[src/rtl/adc_sensor_reader.sv]
// -----------------------------------------------------------------------------
// adc_sensor_reader
//
// SPI master for an ADC128S022-style 8-channel 12-bit ADC (16-clock frames).
// It scans the left, middle and right line-sensor channels continuously and
// holds the latest conversion of each. A one-cycle Sample_Valid pulse marks
// the update of RightSensor, which completes a left/middle/right set.
//
// The ADC answers each frame with the conversion for the address sent in the
// previous frame, so the first frame after reset or after IDLE is a dummy.
// Frame timing: CS_SETUP (CLK_DIV) + 16 SCLK periods (32*CLK_DIV) +
// CS_HOLD (2*CLK_DIV) = 35*CLK_DIV Clk_50 cycles.
//
// Ports:
//   Clk_50        system clock (50 MHz)
//   Rst_n         asynchronous active-low reset
//   Enable        1 = scan continuously, 0 = stop after the current frame
//   Adc_Dout      serial data from the ADC, MSB first
//   Adc_Cs_N      ADC chip select, active low (registered)
//   Adc_Sclk      ADC serial clock, idles high (registered)
//   Adc_Din       serial channel address to the ADC (registered)
//   LeftSensor    latest left-channel conversion
//   MiddleSensor  latest middle-channel conversion
//   RightSensor   latest right-channel conversion
//   Sample_Valid  one-cycle pulse when RightSensor updates
//   Busy          1 while a frame is in progress
// -----------------------------------------------------------------------------
module adc_sensor_reader #(
   parameter int unsigned CLK_DIV   = 13,    // SCLK half-period in Clk_50 cycles, 2..255
   parameter logic [2:0]  LEFT_CH   = 3'd0,
   parameter logic [2:0]  MIDDLE_CH = 3'd1,
   parameter logic [2:0]  RIGHT_CH  = 3'd2
) (
   input  logic        Clk_50,
   input  logic        Rst_n,
   input  logic        Enable,
   input  logic        Adc_Dout,
   output logic        Adc_Cs_N,
   output logic        Adc_Sclk,
   output logic        Adc_Din,
   output logic [11:0] LeftSensor,
   output logic [11:0] MiddleSensor,
   output logic [11:0] RightSensor,
   output logic        Sample_Valid,
   output logic        Busy
);

   localparam logic [1:0] IDLE     = 2'd0;
   localparam logic [1:0] CS_SETUP = 2'd1;
   localparam logic [1:0] SHIFT    = 2'd2;
   localparam logic [1:0] CS_HOLD  = 2'd3;

   // Channel pointer positions in scan order.
   localparam logic [1:0] PTR_L = 2'd0;
   localparam logic [1:0] PTR_M = 2'd1;
   localparam logic [1:0] PTR_R = 2'd2;

   // Hold needs 2*CLK_DIV, up to 510, hence the 9-bit divider.
   localparam logic [8:0] HALF_LAST = 9'(CLK_DIV - 1);
   localparam logic [8:0] HOLD_LAST = 9'(2 * CLK_DIV - 1);

   logic [1:0]  state;
   logic [1:0]  ptr;
   logic [8:0]  div_cnt;
   logic [3:0]  bit_cnt;       // SCLK period number k within SHIFT
   logic [11:0] shift_reg;
   logic [2:0]  prev_addr;     // address whose conversion arrives in this frame
   logic        prev_valid;    // 0 during the dummy frame
   logic [2:0]  addr;
   logic [15:0] tx_word;

   assign addr    = (ptr == PTR_L) ? LEFT_CH :
                    (ptr == PTR_M) ? MIDDLE_CH : RIGHT_CH;
   assign tx_word = {2'b00, addr, 11'b0};
   assign Busy    = (state != IDLE);

   // NOTE: every register below is sequential state, so it is assigned with
   // non-blocking (<=) only; reads within the block see the pre-edge values.
   always_ff @(posedge Clk_50 or negedge Rst_n) begin
      if (!Rst_n) begin
         state        <= IDLE;
         ptr          <= PTR_L;
         div_cnt      <= '0;
         bit_cnt      <= '0;
         shift_reg    <= '0;
         prev_addr    <= '0;
         prev_valid   <= 1'b0;
         Adc_Cs_N     <= 1'b1;
         Adc_Sclk     <= 1'b1;
         Adc_Din      <= 1'b0;
         LeftSensor   <= '0;
         MiddleSensor <= '0;
         RightSensor  <= '0;
         Sample_Valid <= 1'b0;
      end else begin
         Sample_Valid <= 1'b0;

         case (state)
            IDLE: begin
               if (Enable) begin
                  // A fresh scan starts at LEFT with a dummy frame.
                  state      <= CS_SETUP;
                  Adc_Cs_N   <= 1'b0;
                  div_cnt    <= '0;
                  ptr        <= PTR_L;
                  prev_valid <= 1'b0;
               end
            end

            CS_SETUP: begin
               if (div_cnt == HALF_LAST) begin
                  // Falling edge into the low half of period k=0.
                  state    <= SHIFT;
                  div_cnt  <= '0;
                  bit_cnt  <= '0;
                  Adc_Sclk <= 1'b0;
                  Adc_Din  <= tx_word[15];
               end else begin
                  div_cnt <= div_cnt + 9'd1;
               end
            end

            SHIFT: begin
               if (div_cnt == HALF_LAST) begin
                  div_cnt <= '0;
                  if (!Adc_Sclk) begin
                     // Rising edge: capture data bits; k=0..3 are leading zeros.
                     Adc_Sclk <= 1'b1;
                     if (bit_cnt >= 4'd4) begin
                        shift_reg <= {shift_reg[10:0], Adc_Dout};
                     end
                  end else if (bit_cnt == 4'd15) begin
                     state    <= CS_HOLD;
                     Adc_Cs_N <= 1'b1;
                     if (prev_valid) begin
                        if (prev_addr == LEFT_CH) begin
                           LeftSensor <= shift_reg;
                        end else if (prev_addr == MIDDLE_CH) begin
                           MiddleSensor <= shift_reg;
                        end else if (prev_addr == RIGHT_CH) begin
                           RightSensor  <= shift_reg;
                           Sample_Valid <= 1'b1;
                        end
                     end
                     prev_addr  <= addr;
                     prev_valid <= 1'b1;
                     ptr        <= (ptr == PTR_R) ? PTR_L : ptr + 2'd1;
                  end else begin
                     // Falling edge: Adc_Din only changes here.
                     Adc_Sclk <= 1'b0;
                     bit_cnt  <= bit_cnt + 4'd1;
                     Adc_Din  <= tx_word[4'd14 - bit_cnt];
                  end
               end else begin
                  div_cnt <= div_cnt + 9'd1;
               end
            end

            CS_HOLD: begin
               if (div_cnt == HOLD_LAST) begin
                  div_cnt <= '0;
                  if (Enable) begin
                     state    <= CS_SETUP;
                     Adc_Cs_N <= 1'b0;
                  end else begin
                     state <= IDLE;
                  end
               end else begin
                  div_cnt <= div_cnt + 9'd1;
               end
            end

            default: state <= IDLE;
         endcase
      end
   end

endmodule

[config.mk]
export PLATFORM = sky130hd
export DESIGN_NAME = adc_sensor_reader
export DESIGN_NICKNAME = d
export VERILOG_FILES = /design/src/rtl/adc_sensor_reader.sv
export SDC_FILE = /design/constraint.sdc
export NUM_CORES = 1
export LEC_CHECK = 0
export CAP_MARGIN = 10
export CORE_UTILIZATION = 35
export CTS_CLUSTER_DIAMETER = 50
export DETAILED_ROUTE_END_ITERATION = 10
export SYNTH_ARGS = -nofsm -noshare
export SYNTH_HDL_FRONTEND = slang
export SYNTH_SLANG_ARGS = --single-unit
[constraint.sdc]
create_clock -name Clk_50 -period 2.5 [get_ports Clk_50]
set_input_delay 0.375 -clock Clk_50 [delete_from_list [all_inputs] [get_ports Clk_50]]
set_output_delay 0.375 -clock Clk_50 [all_outputs]
set_load 0.005 [all_outputs]
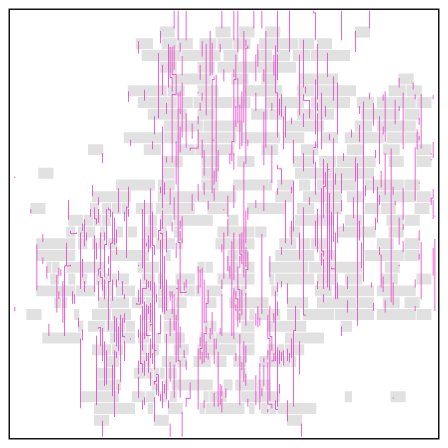
Run 1: met2 routing
Cells faint in the background.
main direction: vertical
longest straight run: 41.5 um
nets with wire on the layer: 293
share of all routed wire: 45%
Via Count: 2199
final WL: 6410 um

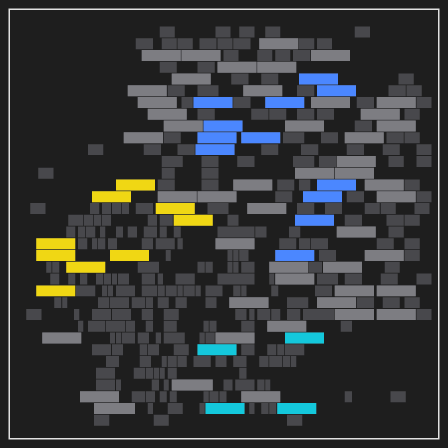
Run 1: sequential cells coloured by netlist name
[cyan] bit_cnt | placed flops: 4 | where: bottom centre
[yellow] div_cnt | placed flops: 9 | where: middle left
[blue] MiddleSensor | placed flops: 12
not coloured: 47
Power Sequential: 0.00131 W
Final Core Density: 0.467

==> results.json, run 1 <==
{
  "yosys-stat-cells": 264,
  "cp-end-kind": "flip-flop",
  "power_density_nw_per_um2": 692,
  "cp.depth": 8,
  "edf_count": 0,
  "grtUsageTotal": 0.142,
  "grt-ovfl-total": 0,
  "regToRegSetupSlack_ps": 120,
  "finalClockPeriodUsage": 0.950,
  "grt_util_met3": 0.0418,
  "yosys_warnings": 0,
  "ys_types": 46,
  "top_area_cell": "dfrtp_1",
  "cts_htree_levels": 3,
  "synthTopCellsByArea": "dfrtp_1, mux2_2, ha_1, o21ai_0, nand2_1",
  "yosys-stat-area_um2": 3290,
  "place_ws_ps": 42.3,
  "cts_tree": "yes",
  "clock_skew_ps": 13.0,
  "setup_tns_ps": 0,
  "fin_ws_ps": 125,
  "drt_iter0_drc": 65,
  "r2r_cells": 8,
  "final.fill_count": 819,
  "top_cell": "dfrtp_1",
  "timing.critical_path.from": "div_cnt[1]$_DFFE_PN0P_",
  "cts_sinks": 72,
  "busiest_layer": "met2",
  "top_layer": "met4",
  "synthAoiAreaFrac": 0.0738,
  "path_buffers": 2,
  "crit_family": "simple AND/OR/NAND/NOR gates",
  "ir_drop_mv": 0.322,
  "portBuffers": 44,
  "slew_headroom": 0.536,
  "slowest_delay_ps": 410,
  "synth_nets": 279,
  "core_area_um2": 8890,
  "ys_ff": 72,
  "clk_path_buf_depth": 2,
  "async_flop_share": 1.00,
  "initial_utilization": 0.370,
  "crit_arrival_ps": 2610,
  "insertion_delay_ps": 350,
  "outcome": "finished clean",
  "top_area_frac": 0.533,
  "antenna_found_initial": 0,
  "post-route-drc-count": 0,
  "mux_share": 0.171,
  "die_h_um": 98.9,
  "setup_violations": 0,
  "drv_slew": 0,
  "first_global_vias": 2172,
  "met2_usage": 0.217,
  "die_w_um": 98.9,
  "antennaDiodeCount": 0,
  "met1_length_um": 3200,
  "use_met1": 0.193,
  "crit_type": "reg -> reg",
  "clockRootBuffer": "clkbuf_8",
  "warnings": 35,
  "synthXorXnorAreaFrac": 0.0107,
  "synth_area_per_cell_um2": 12.5,
  "drtPass1Iterations": 4,
  "top_cells_by_count": "dfrtp_1, mux2_2, nand2_1, o21ai_0, inv_1",
  "areaGrowthSynthToFinish_pct": 26.3,
  "simple_gate_share": 0.122,
  "ff_type": "dfrtp_1",
  "dr_wl_met2_um": 2860,
  "max_cap_violations": 0,
  "grt_pass1_wl_um": 10800,
  "syn-cell-area_um2": 3290,
  "hold_class": "in -> async",
  "startpoint_type": "flip-flop",
  "final-hold-violation-count": 0,
  "rsz0062_at_grt": "no",
  "crit_chain": "inv_1 > ha_1 > and4b_1 > nand2_1 > or3_4 > nor4b_4 > buf_6 > mux2_2",
  "route.met3.wl_um": 261,
  "io-pin-count": 45,
  "cp_slowest_cell": "dfrtp_1",
  "cp_max_fo": 7,
  "seq_area_um2": 1800,
  "dp_hpwl_um": 4670,
  "rr_startpoint": "div_cnt[1]$_DFFE_PN0P_",
  "lay_top_cells": "dfrtp_1, mux2_2, clkdlybuf4s50_1, nand2_1",
  "leakage_nw": 1.90,
  "postSynthSeqShare": 0.549,
  "place_congestion": 0.799,
  "ant_nets": 0,
  "numCtsBuffers": 9
}
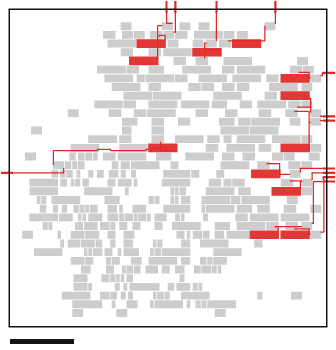
Run 1: wires at chosen ports, followed through buffers
Bar = 20 um.
[red] RightSensor | direction: output | end cells: 12 | buffers: 12 | wire: 255 um

run 1: final cells by class:
class                      count  share of cell area
sequential                    72               0.434
multi-input combinational    171               0.335
timing repair buffer          62               0.143
tap                          108              0.0325
clock buffer                   9              0.0298
clock inverter                 7              0.0148
inverter                      12              0.0108
run 1: repair_timing:
action,CTS,global route
buffers inserted,0,2
endpoints found under the hold margin,13,0
hold buffers,1,0
gates resized,0,4
endpoints found under the setup margin,0,24
run 1: power by group:
group	switching (W)	total, W	leakage [nW]	internal [W]
Combinational	0.000411	0.000703	0.818	0.000292
Sequential	0.0000789	0.00131	0.990	0.00123
Clock	0.000485	0.000864	0.0888	0.000379
run 1: metrics by stage:
| stage | hold WS, ps | cells | util | area, um2 | power, W |
|---|---|---|---|---|---|
| 4_1_cts | 509 | 439 | 0.463 | 4120 | 0.00289 |
| 6_report | 501 | 441 | 0.467 | 4150 | 0.00287 |
| 3_5_place_dp | 338 | 422 | 0.441 | 3920 | 0.00202 |
| 2_1_floorplan | 79.4 | 264 | - | 3290 | 0.00180 |
| 3_3_place_gp | 340 | 422 | 0.441 | 3920 | 0.00201 |
| 5_1_grt | 521 | 441 | 0.467 | 4150 | 0.00306 |
run 1: kinds of logic (layout without fill, tap and decap cells):
kind of cell    Yosys count  after routing
flops                    72             72
buf+inv                  21             90
compound gates           40             40
simple gates             66             66
xor+xnor                  4              4
mux                      50             50
fa+ha+maj                11             11
run 1: path summary, 6_finish.rpt:
check / endpoint
hold / removal: bit_cnt[2]$_DFFE_PN0P_
hold reg to reg: RightSensor[1]$_DFFE_PN0P_
setup / recovery: LeftSensor[9]$_DFFE_PN0P_
setup reg to reg: LeftSensor[9]$_DFFE_PN0P_
max in group asynchronous: LeftSensor[1]$_DFFE_PN0P_
min in group Clk_50: RightSensor[1]$_DFFE_PN0P_
Run 1, routing congestion map:
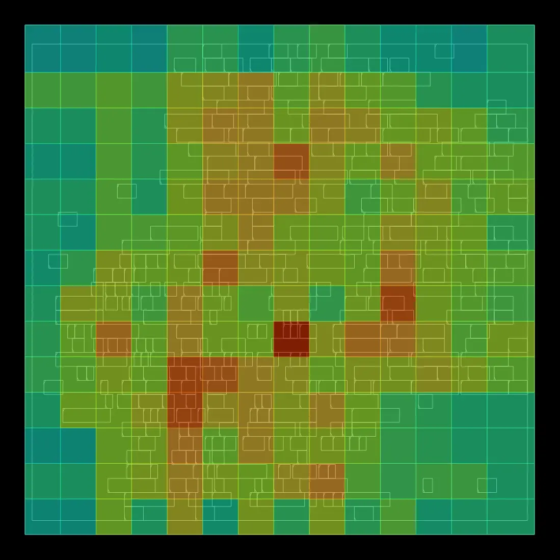

==> run 2, diff against run 1 <==
Clock period 2.5 ns to 2.23 ns, I/O delays scaled along.
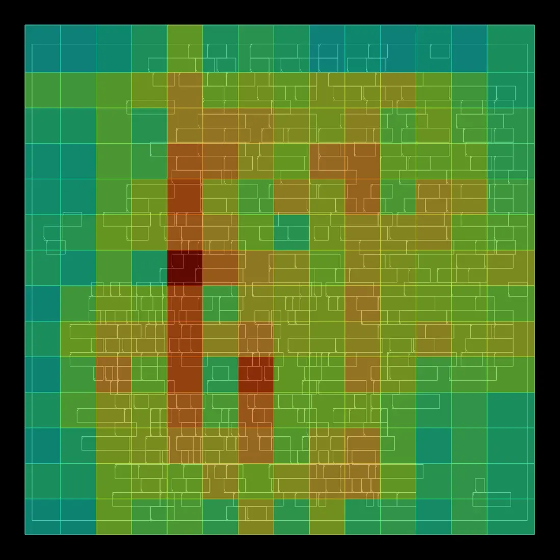
Run 2: routing congestion map
Final Core Density: 0.501
met3 GRT Util: 0.0326
global-route met1 utilization: 0.200

==> results.json, run 2 <==
{
  "timing.critical_path.from": "div_cnt[5]$_DFFE_PN0P_",
  "swShare": 0.299,
  "rr_startpoint": "div_cnt[5]$_DFFE_PN0P_",
  "r2r_cells": 6,
  "p_comb_frac": 0.273,
  "cp_max_fo": 5,
  "core_area_um2": 8890,
  "clk_path_buf_depth": 2,
  "drv_slew": 0,
  "synthAoiAreaFrac": 0.0738,
  "max_cap_violations": 0,
  "pwr-share-clk": 0.339,
  "yosys_warnings": 0,
  "p_int_w": 0.00259,
  "initial_utilization": 0.370,
  "finalNonFillerCells": 459,
  "async_flop_share": 1.00,
  "cp.depth": 6,
  "hold_slack_ps": 7.32,
  "hold_class": "in -> async",
  "dp_hpwl_um": 4860,
  "wirelength_um": 6930,
  "die_h_um": 98.9,
  "cp_slowest_cell": "or3_4",
  "drtPass1Iterations": 8,
  "path_buffers": 1,
  "top_area_cell": "dfrtp_1",
  "insertion_delay_ps": 350,
  "warnings": 37,
  "crit_end": "LeftSensor[6]$_DFFE_PN0P_",
  "simple_gate_share": 0.122,
  "final-hold-violation-count": 0,
  "antennaDiodeCount": 0,
  "post-cts-setup-buffer-count": 0,
  "crit_family": "simple AND/OR/NAND/NOR gates",
  "finalClockPeriodUsage": 0.989,
  "grt_pass1_wl_um": 11200,
  "setup_violations": 0,
  "top_cells_by_count": "dfrtp_1, mux2_2, nand2_1, o21ai_0, inv_1",
  "vias": 2318,
  "ir_drop_mv": 0.339,
  "cts_tree": "yes",
  "yosys-stat-area_um2": 3290,
  "ys_types": 46,
  "ys_ff": 72,
  "portBuffers": 44,
  "mux_share": 0.171,
  "drt_iter0_drc": 76,
  "synthTopCellsByArea": "dfrtp_1, mux2_2, ha_1, o21ai_0, nand2_1",
  "top_area_frac": 0.533,
  "power_density_nw_per_um2": 829,
  "first_global_vias": 2251,
  "synthXorXnorAreaFrac": 0.0107,
  "slew_headroom": 0.715,
  "post-route-drc-count": 0,
  "placedCellCount": 442,
  "cp-end-kind": "flip-flop",
  "crit_type": "reg -> reg",
  "crit_arrival_ps": 2440,
  "outcome": "finished clean",
  "lay_top_cells": "dfrtp_1, clkdlybuf4s50_1, buf_4, mux2_2, mux2_4"
}
==> run 2: cell types whose count changed in the layout (fill, tap and decap cells not counted), sizes merged <==
| cell | before | now |
|---|---|---|
| dlygate4sd3 | 1 | 0 |
| inv | 16 | 13 |
| clkinvlp | 2 | 0 |
| clkinv | 1 | 2 |
| bufinv | 0 | 3 |
| buf | 18 | 37 |
| clkbuf | 9 | 10 |
==> run 2: power by group through the flow <==
stage / sequential [W] / combinational [W] / clock, W
floorplan: 0.00147 / 0.000539 / 0
global placement: 0.00145 / 0.000940 / 0
detailed placement: 0.00145 / 0.000948 / 0
CTS: 0.00143 / 0.000952 / 0.00128
global route: 0.00144 / 0.00113 / 0.00133
finish: 0.00143 / 0.00101 / 0.00125
==> run 2: logic make-up (layout without fill, tap and decap cells) <==
family	count (synthesis)	count (layout)
AOI/OAI and AO/OA	40	40
DFF	72	72
xor gates and xnor gates	4	4
and+or+nand+nor	66	66
adders and majority gates	11	11
buffers and inverters	21	108
muxes	50	50
==> run 2: layer usage <==
metal,part of all wire,global-route usage
met5,0,0
met4,0.013,0.0781
met3,0.033,0.0326
met2,0.46,0.225
met1,0.49,0.200
==> run 2: through the flow <==
stage	cell area (um2)	setup slack [ps]	TNS (ps)	power, W
floorplan	3290	-90.5	-1390	0.00201
global placement	4070	-13.9	-90.5	0.00239
detailed placement	4070	-91.2	-1420	0.00240
CTS	4330	9.38	0	0.00366
global route	4450	-133	-2070	0.00391
finish	4450	24.1	0	0.00369
==> run 2: final cells by class <==
cell class                 instances  area (um2)
fill                             777        4440
clock buffer                      10         128
tap                              108         135
sequential                        72        1800
timing repair buffer              80         729
inverter                          12        45.0
clock inverter                     6         116
multi-input combinational        171        1490
==> run 3, diff against run 2 <==
Settings changed: GPL_ROUTABILITY_DRIVEN from default to 0.
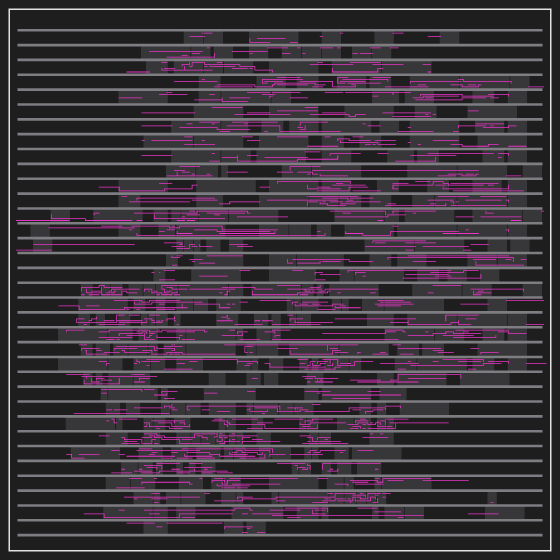
Run 3: M1 wires
Supply wires on this layer in grey. Cells faint in the background.
wire length on this layer: 3400 um
nets with wire on the layer: 322
Via Count: 2318
final WL: 6930 um

==> results.json, run 3 <==
{
  "outcome": "finished clean",
  "clk_path_buf_depth": 2,
  "p_int_w": 0.00259,
  "p_comb_frac": 0.273,
  "finalNonFillerCells": 459,
  "hold_class": "in -> async",
  "top_area_frac": 0.533,
  "top_area_cell": "dfrtp_1",
  "ys_types": 46,
  "top_cells_by_count": "dfrtp_1, mux2_2, nand2_1, o21ai_0, inv_1",
  "finalClockPeriodUsage": 0.989,
  "total_power_w": 0.00369,
  "grt_util_met3": 0.0326,
  "post_dp_cell_area_um2": 4070,
  "use_met1": 0.200,
  "p_clk_w": 0.00125,
  "cts_htree_levels": 3,
  "setup_violations": 0,
  "ctsHoldBuffers": 0,
  "yosys_warnings": 0,
  "final-hold-violation-count": 0,
  "post-route-drc-count": 0,
  "clockRootBuffer": "clkbuf_8",
  "areaGrowthSynthToFinish_pct": 35.4,
  "initial_utilization": 0.370,
  "timing.critical_path.from": "div_cnt[5]$_DFFE_PN0P_",
  "lay_top_cells": "dfrtp_1, clkdlybuf4s50_1, buf_4, mux2_2, mux2_4",
  "cts_sinks": 72,
  "seqPwrFrac": 0.388,
  "comb_power_w": 0.00101,
  "synthXorXnorAreaFrac": 0.0107,
  "final_core_util": 0.501,
  "cp-end-kind": "flip-flop",
  "wl_per_cell_um": 15.1,
  "placedCellCount": 442,
  "antennaDiodeCount": 0,
  "pwr-share-clk": 0.339,
  "rr_startpoint": "div_cnt[5]$_DFFE_PN0P_",
  "yosys-stat-cells": 264,
  "core_area_um2": 8890,
  "cts_tree": "yes",
  "max_cap_violations": 0,
  "crit_end": "LeftSensor[6]$_DFFE_PN0P_",
  "crit_type": "reg -> reg",
  "fin_area_um2": 4450,
  "yosys-stat-area_um2": 3290,
  "ir_drop_mv": 0.339,
  "die_w_um": 98.9,
  "mux_share": 0.171,
  "first_global_vias": 2251,
  "syn-cell-area_um2": 3290,
  "io-pin-count": 45,
  "hold_slack_ps": 7.32,
  "synthAoiAreaFrac": 0.0738,
  "busiest_layer": "met2",
  "drt_iter0_drc": 76,
  "rr_endpoint": "LeftSensor[6]$_DFFE_PN0P_",
  "final.fill_count": 777,
  "warnings": 37,
  "startpoint_type": "flip-flop",
  "rsz0062_at_grt": "yes",
  "edf_count": 0,
  "ant_nets": 0,
  "grt_pass1_wl_um": 11200,
  "regToRegSetupSlack_ps": 20,
  "drv_slew": 0,
  "switchingPower_w": 0.00110,
  "die_h_um": 98.9,
  "crit_arrival_ps": 2440,
  "setup_tns_ps": 0,
  "antenna_found_initial": 0,
  "synthTopCellsByArea": "dfrtp_1, mux2_2, ha_1, o21ai_0, nand2_1",
  "grt-ovfl-total": 0,
  "portBuffers": 44,
  "met2_usage": 0.225,
  "ff_type": "dfrtp_1",
  "swShare": 0.299,
  "synth_nets": 279,
  "simple_gate_share": 0.122,
  "synth_area_per_cell_um2": 12.5,
  "drtPass1Iterations": 8,
  "postSynthSeqShare": 0.549,
  "numCtsBuffers": 9,
  "slew_headroom": 0.715
}
-- run 3: cell counts after synthesis --
Identical to the previous run, type by type.
-- run 3: per-layer routing --
metal | up-vias | wire (um)
met4 | 0 | 92
li1 | 1120 | -
met1 | 1149 | 3400
met2 | 40 | 3210
met5 | - | 0
met3 | 9 | 229
-- run 3: timing repair --
item	4_1_cts	5_1_grt
pin swaps	1	0
gates resized	2	31
endpoints found under the setup margin	24	34
buffers inserted	0	1
-- run 3: area by class of cell --
type | instances | area [um2] | share of cell area
Sequential cell | 72 | 1800 | 0.405
Multi-Input combinational cell | 171 | 1490 | 0.336
Timing Repair Buffer | 80 | 729 | 0.164
Tap cell | 108 | 135 | 0.0304
Clock buffer | 10 | 128 | 0.0287
Clock inverter | 6 | 116 | 0.0261
Inverter | 12 | 45.0 | 0.0101
-- run 3: critical path: stages, from the launching register on --
cell and delay (ps):
dfrtp_1 400, nor4_2 340, nand2_1 120, or3_4 420, nor4b_4 280, buf_4 210
mux2_2 330
-- run 3: worst min path at each step --
| stage | startpoint | endpoint | slack (ps) | depth (start not counted) |
|---|---|---|---|---|
| 2_1_floorplan | Rst_n | Adc_Din$_DFFE_PN0P_ | 40 | 0 |
| 3_3_place_gp | Rst_n | bit_cnt[0]$_DFFE_PN0P_ | 400 | 2 |
| 3_5_place_dp | Rst_n | bit_cnt[0]$_DFFE_PN0P_ | 400 | 2 |
| 4_1_cts | Rst_n | MiddleSensor[7]$_DFFE_PN0P_ | 20 | 2 |
| 5_1_grt | Rst_n | MiddleSensor[11]$_DFFE_PN0P_ | 30 | 2 |
| 6_report | Rst_n | bit_cnt[0]$_DFFE_PN0P_ | 7 | 2 |
Power is estimated from default activity; no workload was simulated.
